<file path="src/rtl/dds_pkg.sv">
// rtl/dds_pkg.sv - shared state encoding and default timing constants for dds_trig_gen
package dds_pkg;

    // Default IO_UPDATE high width in clk cycles
    localparam int DDS_UPD_W     = 4;
    // Default cycles from IO_UPDATE falling to trig rising
    localparam int DDS_SETUP_CYC = 8;
    // Default width of the period / length counters
    localparam int DDS_CNT_W     = 32;
    // Width of the burst sweep count (DDS_TRIG_BURST_EN builds only)
    localparam int DDS_BURST_W   = 16;

    typedef enum logic [2:0] {
        ST_IDLE  = 3'd0,
        ST_UPD   = 3'd1,
        ST_SETUP = 3'd2,
        ST_SWEEP = 3'd3,
        ST_HOLD  = 3'd4
    } dds_state_t;

endpackage

</file>
<file path="src/rtl/upd_pend_latch.sv">
// rtl/upd_pend_latch.sv - sticky flag remembering that new DDS words still need an IO_UPDATE
module upd_pend_latch (
    input  logic clk,
    input  logic rst,
    input  logic i_set,
    input  logic i_clr,
    output logic o_pend
);

    logic r_pend;

    // Set has priority over clear so a request landing on the UPD entry is kept for the next PRT end
    always_ff @(posedge clk or negedge rst) begin
        if (!rst) begin
            r_pend <= 1'b0;
        end else begin
            r_pend <= i_set | (r_pend & ~i_clr);
        end
    end

    assign o_pend = r_pend;

endmodule

</file>
<file path="src/rtl/dds_trig_gen.sv">
// rtl/dds_trig_gen.sv - AD9914 IO_UPDATE / DRCTL / OSK strobe sequencer; optional burst mode via DDS_TRIG_BURST_EN
module dds_trig_gen
    import dds_pkg::*;
#(
    parameter int UPD_W     = DDS_UPD_W,
    parameter int SETUP_CYC = DDS_SETUP_CYC,
    parameter int CNT_W     = DDS_CNT_W
) (
    input  logic                   clk,
    input  logic                   rst,
    input  logic                   run,
    input  logic [CNT_W-1:0]       prt_period,
    input  logic [CNT_W-1:0]       sweep_len,
    input  logic                   update_req,
`ifdef DDS_TRIG_BURST_EN
    input  logic [DDS_BURST_W-1:0] burst_num,
`endif
    output logic                   ad9914_update,
    output logic                   ad9914_trig,
    output logic                   ad9914_osk_temp,
    output logic                   busy,
    output logic                   sweep_done
);

    localparam logic [CNT_W-1:0] ONE       = CNT_W'(1);
    localparam logic [CNT_W-1:0] UPD_LAST  = CNT_W'(UPD_W - 1);
    localparam logic [CNT_W-1:0] SETUP_LAST = CNT_W'(SETUP_CYC - 1);

    dds_state_t       r_state;
    dds_state_t       w_next_state;

    logic [CNT_W-1:0] r_phase_cnt;
    logic [CNT_W-1:0] r_prt_cnt;
    logic [CNT_W-1:0] r_prt_period;
    logic [CNT_W-1:0] r_sweep_len;

    logic [CNT_W-1:0] w_len_eff;
    logic [CNT_W-1:0] w_nxt_prt_cnt;
    logic [CNT_W-1:0] w_nxt_len;

    logic             w_sweep_last;
    logic             w_no_hold;
    logic             w_hold_last;
    logic             w_prt_end;
    logic             w_enter_upd;
    logic             w_enter_sweep;
    logic             w_upd_pend;
    logic             w_burst_done;
    logic             w_start_ok;

    logic             r_update;
    logic             r_trig;
    logic             r_osk;
    logic             r_busy;
    logic             r_sweep_done;

    // A zero sweep length still produces a one-cycle sweep
    assign w_len_eff    = (sweep_len == '0) ? ONE : sweep_len;

    assign w_sweep_last = (r_prt_cnt == r_sweep_len - ONE);
    // When the period does not exceed the sweep, the PRT is exactly one sweep long
    assign w_no_hold    = (r_prt_period <= r_sweep_len);
    assign w_hold_last  = (r_prt_cnt == r_prt_period - ONE);

    upd_pend_latch u_upd_pend (
        .clk    (clk),
        .rst    (rst),
        .i_set  (update_req),
        .i_clr  (w_enter_upd),
        .o_pend (w_upd_pend)
    );

`ifdef DDS_TRIG_BURST_EN
    logic [DDS_BURST_W-1:0] r_burst_num;
    logic [DDS_BURST_W-1:0] r_sweep_cnt;
    logic                   r_burst_lock;

    // Sweep count includes the current sweep, so at PRT end equality means the burst is complete
    assign w_burst_done = (r_burst_num != '0) && (r_sweep_cnt == r_burst_num);
    // After a finished burst, run has to be seen low in IDLE before a new start is accepted
    assign w_start_ok   = ~r_burst_lock;

    // Burst bookkeeping: latch length at start, count sweep starts, lock out restart until run drops
    always_ff @(posedge clk or negedge rst) begin
        if (!rst) begin
            r_burst_num  <= '0;
            r_sweep_cnt  <= '0;
            r_burst_lock <= 1'b0;
        end else begin
            if (r_state == ST_IDLE && w_enter_upd) begin
                r_burst_num <= burst_num;
                r_sweep_cnt <= '0;
            end else if (w_enter_sweep) begin
                r_sweep_cnt <= r_sweep_cnt + 1'b1;
            end
            if (w_prt_end && w_burst_done) begin
                r_burst_lock <= 1'b1;
            end else if (r_state == ST_IDLE && !run) begin
                r_burst_lock <= 1'b0;
            end
        end
    end
`else
    assign w_burst_done = 1'b0;
    assign w_start_ok   = 1'b1;
`endif

    // Next-state decode including the shared PRT-end decision
    always_comb begin
        w_next_state  = r_state;
        w_enter_upd   = 1'b0;
        w_enter_sweep = 1'b0;
        w_prt_end     = 1'b0;
        case (r_state)
            ST_IDLE: begin
                if (run && w_start_ok) begin
                    w_next_state = ST_UPD;
                    w_enter_upd  = 1'b1;
                end
            end
            ST_UPD: begin
                if (r_phase_cnt == UPD_LAST) begin
                    w_next_state = ST_SETUP;
                end
            end
            ST_SETUP: begin
                if (r_phase_cnt == SETUP_LAST) begin
                    w_next_state  = ST_SWEEP;
                    w_enter_sweep = 1'b1;
                end
            end
            ST_SWEEP: begin
                if (w_sweep_last) begin
                    if (w_no_hold) begin
                        w_prt_end = 1'b1;
                    end else begin
                        w_next_state = ST_HOLD;
                    end
                end
            end
            ST_HOLD: begin
                if (w_hold_last) begin
                    w_prt_end = 1'b1;
                end
            end
            default: begin
                w_next_state = ST_IDLE;
            end
        endcase
        if (w_prt_end) begin
            if (!run || w_burst_done) begin
                w_next_state = ST_IDLE;
            end else if (w_upd_pend) begin
                w_next_state = ST_UPD;
                w_enter_upd  = 1'b1;
            end else begin
                w_next_state  = ST_SWEEP;
                w_enter_sweep = 1'b1;
            end
        end
    end

    // Values the PRT counter and sweep length take in the next cycle, used to register sweep_done
    always_comb begin
        w_nxt_prt_cnt = w_enter_sweep ? '0 : r_prt_cnt + ONE;
        w_nxt_len     = w_enter_sweep ? w_len_eff : r_sweep_len;
    end

    // State register
    always_ff @(posedge clk or negedge rst) begin
        if (!rst) begin
            r_state <= ST_IDLE;
        end else begin
            r_state <= w_next_state;
        end
    end

    // Phase counter times UPD and SETUP; it restarts on every state change
    always_ff @(posedge clk or negedge rst) begin
        if (!rst) begin
            r_phase_cnt <= '0;
        end else if (w_next_state != r_state) begin
            r_phase_cnt <= '0;
        end else if (r_state == ST_UPD || r_state == ST_SETUP) begin
            r_phase_cnt <= r_phase_cnt + ONE;
        end else begin
            r_phase_cnt <= '0;
        end
    end

    // PRT counter starts at 0 on each sweep start and runs through SWEEP and HOLD only
    always_ff @(posedge clk or negedge rst) begin
        if (!rst) begin
            r_prt_cnt <= '0;
        end else if (w_enter_sweep) begin
            r_prt_cnt <= '0;
        end else if (w_next_state == ST_SWEEP || w_next_state == ST_HOLD) begin
            r_prt_cnt <= r_prt_cnt + ONE;
        end else begin
            r_prt_cnt <= '0;
        end
    end

    // Timing inputs are captured only on UPD/SWEEP entry so mid-PRT changes wait for the next PRT
    always_ff @(posedge clk or negedge rst) begin
        if (!rst) begin
            r_prt_period <= '0;
            r_sweep_len  <= ONE;
        end else if (w_enter_upd || w_enter_sweep) begin
            r_prt_period <= prt_period;
            r_sweep_len  <= w_len_eff;
        end
    end

    // Outputs are registered copies of the next-state decode
    always_ff @(posedge clk or negedge rst) begin
        if (!rst) begin
            r_update     <= 1'b0;
            r_trig       <= 1'b0;
            r_osk        <= 1'b0;
            r_busy       <= 1'b0;
            r_sweep_done <= 1'b0;
        end else begin
            r_update     <= (w_next_state == ST_UPD);
            r_trig       <= (w_next_state == ST_SWEEP);
            r_osk        <= (w_next_state == ST_SWEEP);
            r_busy       <= (w_next_state != ST_IDLE);
            r_sweep_done <= (w_next_state == ST_SWEEP) && (w_nxt_prt_cnt == w_nxt_len - ONE);
        end
    end

    assign ad9914_update   = r_update;
    assign ad9914_trig     = r_trig;
    assign ad9914_osk_temp = r_osk;
    assign busy            = r_busy;
    assign sweep_done      = r_sweep_done;

endmodule

</file>
<file path="config.mk">
export PLATFORM = sky130hd
export DESIGN_NAME = dds_trig_gen
export DESIGN_NICKNAME = d
export VERILOG_FILES = /design/src/rtl/dds_pkg.sv /design/src/rtl/upd_pend_latch.sv /design/src/rtl/dds_trig_gen.sv
export SDC_FILE = /design/constraint.sdc
export NUM_CORES = 1
export LEC_CHECK = 0
export CORE_ASPECT_RATIO = 0.7
export CORE_MARGIN = 2
export CORE_UTILIZATION = 35
export CTS_BUF_LIST = sky130_fd_sc_hd__clkbuf_8
export DETAILED_ROUTE_END_ITERATION = 8
export PLACE_DENSITY = 0.56
export SKIP_LAST_GASP = 1
export SLEW_MARGIN = 10
export SYNTH_ARGS = -nofsm -noshare
export SYNTH_HDL_FRONTEND = slang
export SYNTH_SLANG_ARGS = --single-unit
</file>
<file path="constraint.sdc">
create_clock -name clk -period 5.9 [get_ports clk]
set_input_delay 0.59 -clock clk [delete_from_list [all_inputs] [get_ports clk]]
set_output_delay 0.59 -clock clk [all_outputs]
set_load 0.01 [all_outputs]
</file>
==> run notes <==
Flow results are below.

- The run finished with clean final reports.
- The worst slew margin relative to its limit is 30.68%, for reference.
- The post-synthesis net count is 1357, for reference.
- In this run, the synthesized area fraction spent on adder and majority cells is recorded as under 10%.
- The wire length of the first global-routing pass is roughly 60 mm, for reference.
- The clock sink total is roughly 140, for reference.
- According to the I/O placement log, the pin count is 73.
- After the flow finishes, the layout carries non-filler instances totaling about 1800.
- The floorplan has about 54 rows.
- The remaining global-route overflow is 0, for reference.
- The non-clock inverter total of the final layout is around 46, for reference.
- Looking at the clock tree report, the root buffer type is sky130_fd_sc_hd__clkbuf_8.
- In this run the tools logged warnings totalling 26.
- Sequential elements use 30.27% of the synthesized area.
- Static timing analysis puts the maximum clock frequency at 175.6 MHz.
- The final HPWL from detailed placement is 29.97 mm, for reference.
- The most area-hungry cell type in the Yosys netlist is sky130_fd_sc_hd__dfrtp_1, for reference.
- The transition time at the pin with the least slew margin is 1.030 ns, for reference.
- The total setup buffers inserted after CTS is 0, for reference.
- The average vias per placed instance is around 5.8, for reference.
- Per the detail_route report, DRC violations left total 0.
- The register-to-register setup slack is about 0.21 ns, for reference.
- The layout net count is 1470, for reference.
- The count of nets left with antenna violations once routing finished came out at 0.
- The final sum of negative setup slack is 0 ns, for reference.
- Leaving out the clock tree, the finished layout contains a buffer count of 181.
- The detailed route wirelength on metal2 is ~14 mm, for reference.
- The logic area is around 0.0075 mm^2, for reference.
- The wire length on met1 is a little under 20 mm, for reference.
- The clock tree skew after final layout is 0.02461 ns, for reference.
- The number of filler instances in the final layout is around 3100, for reference.
- Of the total standard cell area in the layout, the multi-input combinational portion is 54.98%.
- The starting density of the core is 35.80%, for reference.
- The number of buffers inserted during clock tree synthesis is 17, for reference.
- Clock buffers in the final layout number 17.
- The cell with the largest stage delay on the worst path is sky130_fd_sc_hd__or4_1, for reference.
- The tapcell count is 420, for reference.
- The clock network contribution to total cell area is under 10%, for reference.
- On met2, the global router reports a usage of 29.07%.
- After synthesis the cells add up to 0.01125 mm^2.
- The class of the tightest hold or removal check is input pin to async pin, for reference.
- The proportion of netlist area held by the largest area contributor is a little under a third, for reference.
- Per the post-synthesis stats, the area per cell is approximately 9 um^2.
- The post-synth tally of flip-flops with integrated enable is 0, for reference.
- Hold is met by around 0.13 ns.
- The number of cells produced by synthesis is 1252, for reference.
- The clock latency at the later pin of the worst-skew pair is 0.51 ns, for reference.
- The core footprint is 0.03142 mm^2, for reference.
- The number of distinct standard cells referenced by the synthesized netlist is 88, for reference.
- The initial antenna violation count is 0.
- The H-tree generated during clock tree synthesis spans 4 levels.
- Along the worst path, the maximum fanout reaches 9.
- The CTS tree is built, for reference.
- The commonest register cell is sky130_fd_sc_hd__dfrtp_1.
- Among cell families on the critical path, the largest total delay comes from simple AND/OR/NAND/NOR gates.
- The yosys stat cell total is around 1300, for reference.
- The number of placed instances, taps included, is 1762.
- The completed layout was analyzed and its total power is ~0.0022 W.
- The number of logic gates is between 900 and 1000, for reference.
- The first-pass detailed-route iteration total is 5, for reference.
- The largest cell class by area is logic gates.
- In this run, the synthesized area fraction spent on and/or/nand/nor cells is recorded as 25.54%.
- In the post-route analysis, the smallest setup slack over all paths is roughly 0.21 ns.
- The detailed router reports a met3 wire length of about 3.7 mm.
- The final report gives the core utilization as a little over two fifths.
- The smallest clock period supported by the final layout is computed as approximately 5.7 ns.
- The share of synthesized registers carrying an async set or reset is 100.0%, for reference.
- Routed signal wires occupy layers up through met4.
- The number of failing hold endpoints at the final stage is 0, for reference.
- The total of max-cap violations is 0, for reference.
- The number of max-slew violations in the final report is 0, for reference.
- For reference, the top cells by count after synthesis are 135 x sky130_fd_sc_hd__dfrtp_1, 101 x sky130_fd_sc_hd__xnor2_1, 81 x sky130_fd_sc_hd__xor2_1.
- The layout buffering overhead excluding clock cells is 11.54%, for reference.
- The clock edge transition at the registers on the reported setup and hold paths is 0.10 ns, for reference.
- Entering global routing, the biggest net connects 78 pins.
- The total setup violations reported at the end of the flow is 0, for reference.
- The total die size is 0.03361 mm^2, for reference.
- The post-route standard cell area excluding fillers is 0.01356 mm^2, for reference.
- The launching element type of the critical path is a register, for reference.
- The complex-gate fraction of the synthesized area is 12.16%, for reference.
- The number of buffers on the longest clock path is 2, for reference.
- The share of the cycle needed by the critical path after routing is between 90% and 100%, for reference.
- The dominant non-sequential cell family after synthesis is simple AND/OR/NAND/NOR gates, for reference.
- By startpoint and endpoint, the worst setup path is classified as register to register.
- From synthesis to final layout, the design area changed by 20.57%.
- The leakage power figure is 5.234 nW, for reference.
[cell usage in the layout (no fill, tap or decap), types with 20 or more instances in the layout]
master	n
sky130_fd_sc_hd__a21oi_1	28
sky130_fd_sc_hd__a21oi_2	31
sky130_fd_sc_hd__and3_1	21
sky130_fd_sc_hd__buf_4	107
sky130_fd_sc_hd__clkdlybuf4s50_1	71
sky130_fd_sc_hd__dfrtp_1	134
sky130_fd_sc_hd__ha_1	35
sky130_fd_sc_hd__inv_1	45
sky130_fd_sc_hd__mux2_2	66
sky130_fd_sc_hd__nand2_1	67
sky130_fd_sc_hd__nand3_1	45
sky130_fd_sc_hd__nand4_1	46
sky130_fd_sc_hd__nor2_1	70
sky130_fd_sc_hd__nor3_1	69
sky130_fd_sc_hd__nor4_1	42
sky130_fd_sc_hd__o21ai_0	20
sky130_fd_sc_hd__or3_1	21
sky130_fd_sc_hd__or4_1	20
sky130_fd_sc_hd__xnor2_1	101
sky130_fd_sc_hd__xor2_1	81
[report_power, final]
part	internal [W]	switching (W)	total, W
clock network	0.000461	0.000423	0.000884
logic	0.000173	0.000200	0.000373
registers	0.000954	0.0000357	0.000990
total	0.00159	0.000659	0.00225
[final timing paths]
| path | from | end | cells past startpoint |
|---|---|---|---|
| max in group asynchronous | rst | r_prt_period[6]$_DFFE_PN0P_ | 2 |
| min reg2reg | r_phase_cnt[0]$_DFF_PN0_ | r_phase_cnt[0]$_DFF_PN0_ | 1 |
| min | rst | r_prt_cnt[17]$_DFF_PN0_ | 1 |
| min in group clk | r_phase_cnt[0]$_DFF_PN0_ | r_phase_cnt[0]$_DFF_PN0_ | 1 |
| max reg2reg | r_prt_period[13]$_DFFE_PN0P_ | sweep_done$_DFF_PN0_ | 23 |
| max | r_prt_period[13]$_DFFE_PN0P_ | sweep_done$_DFF_PN0_ | 23 |
### Metal layers overlaid

The bar under the picture is 50 um long. Only two layers are drawn.
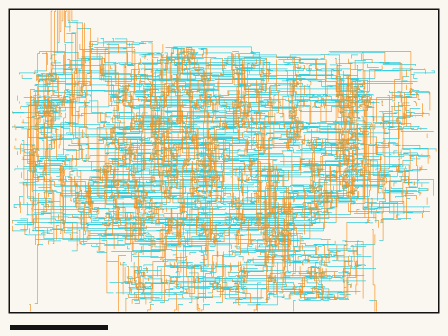
Cyan stands for M1, wire length 19600 um. Orange stands for M2, wire length 14100 um.
global-route usage over all layers: 22.86%
DR vias: 10358
average wire per cell in the routed design: 21.04 um
Routed Wire Length: 37.82 mm

### PDN straps and rails

The bar under the picture is 50 um long. Pins as bars on the die edge.
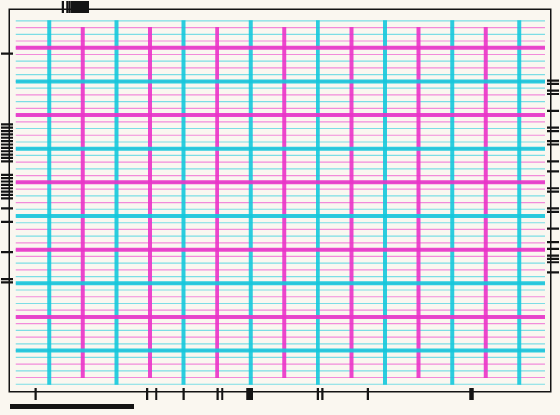
Cyan stands for VSS. Magenta stands for VDD.
15 straps on met4. 10 straps on met5. 73 signal pins sit on the boundary. 55 met1 rails follow the rows.
die x size: 218.3 um
DIE HEIGHT: 154.0 um
worst vdd ir: 111.8 uV

### Metal 3

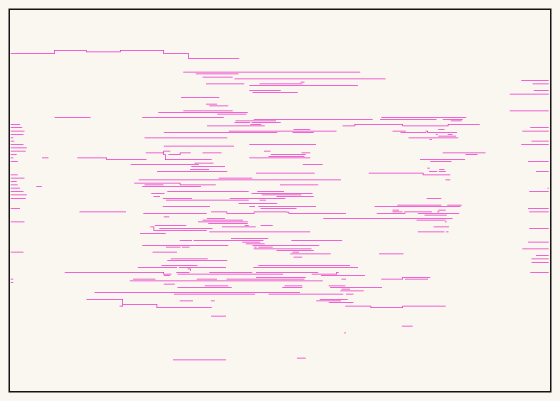
The layer carries 3660 um of wire. 202 nets have wire on it. The layer holds 9.7% of the routed length. The wires run mostly horizontal. The longest straight run is 82.8 um.
GR Util met3: 5.579%

Power figures rest on the tool's default switching activity, not on a simulated workload.
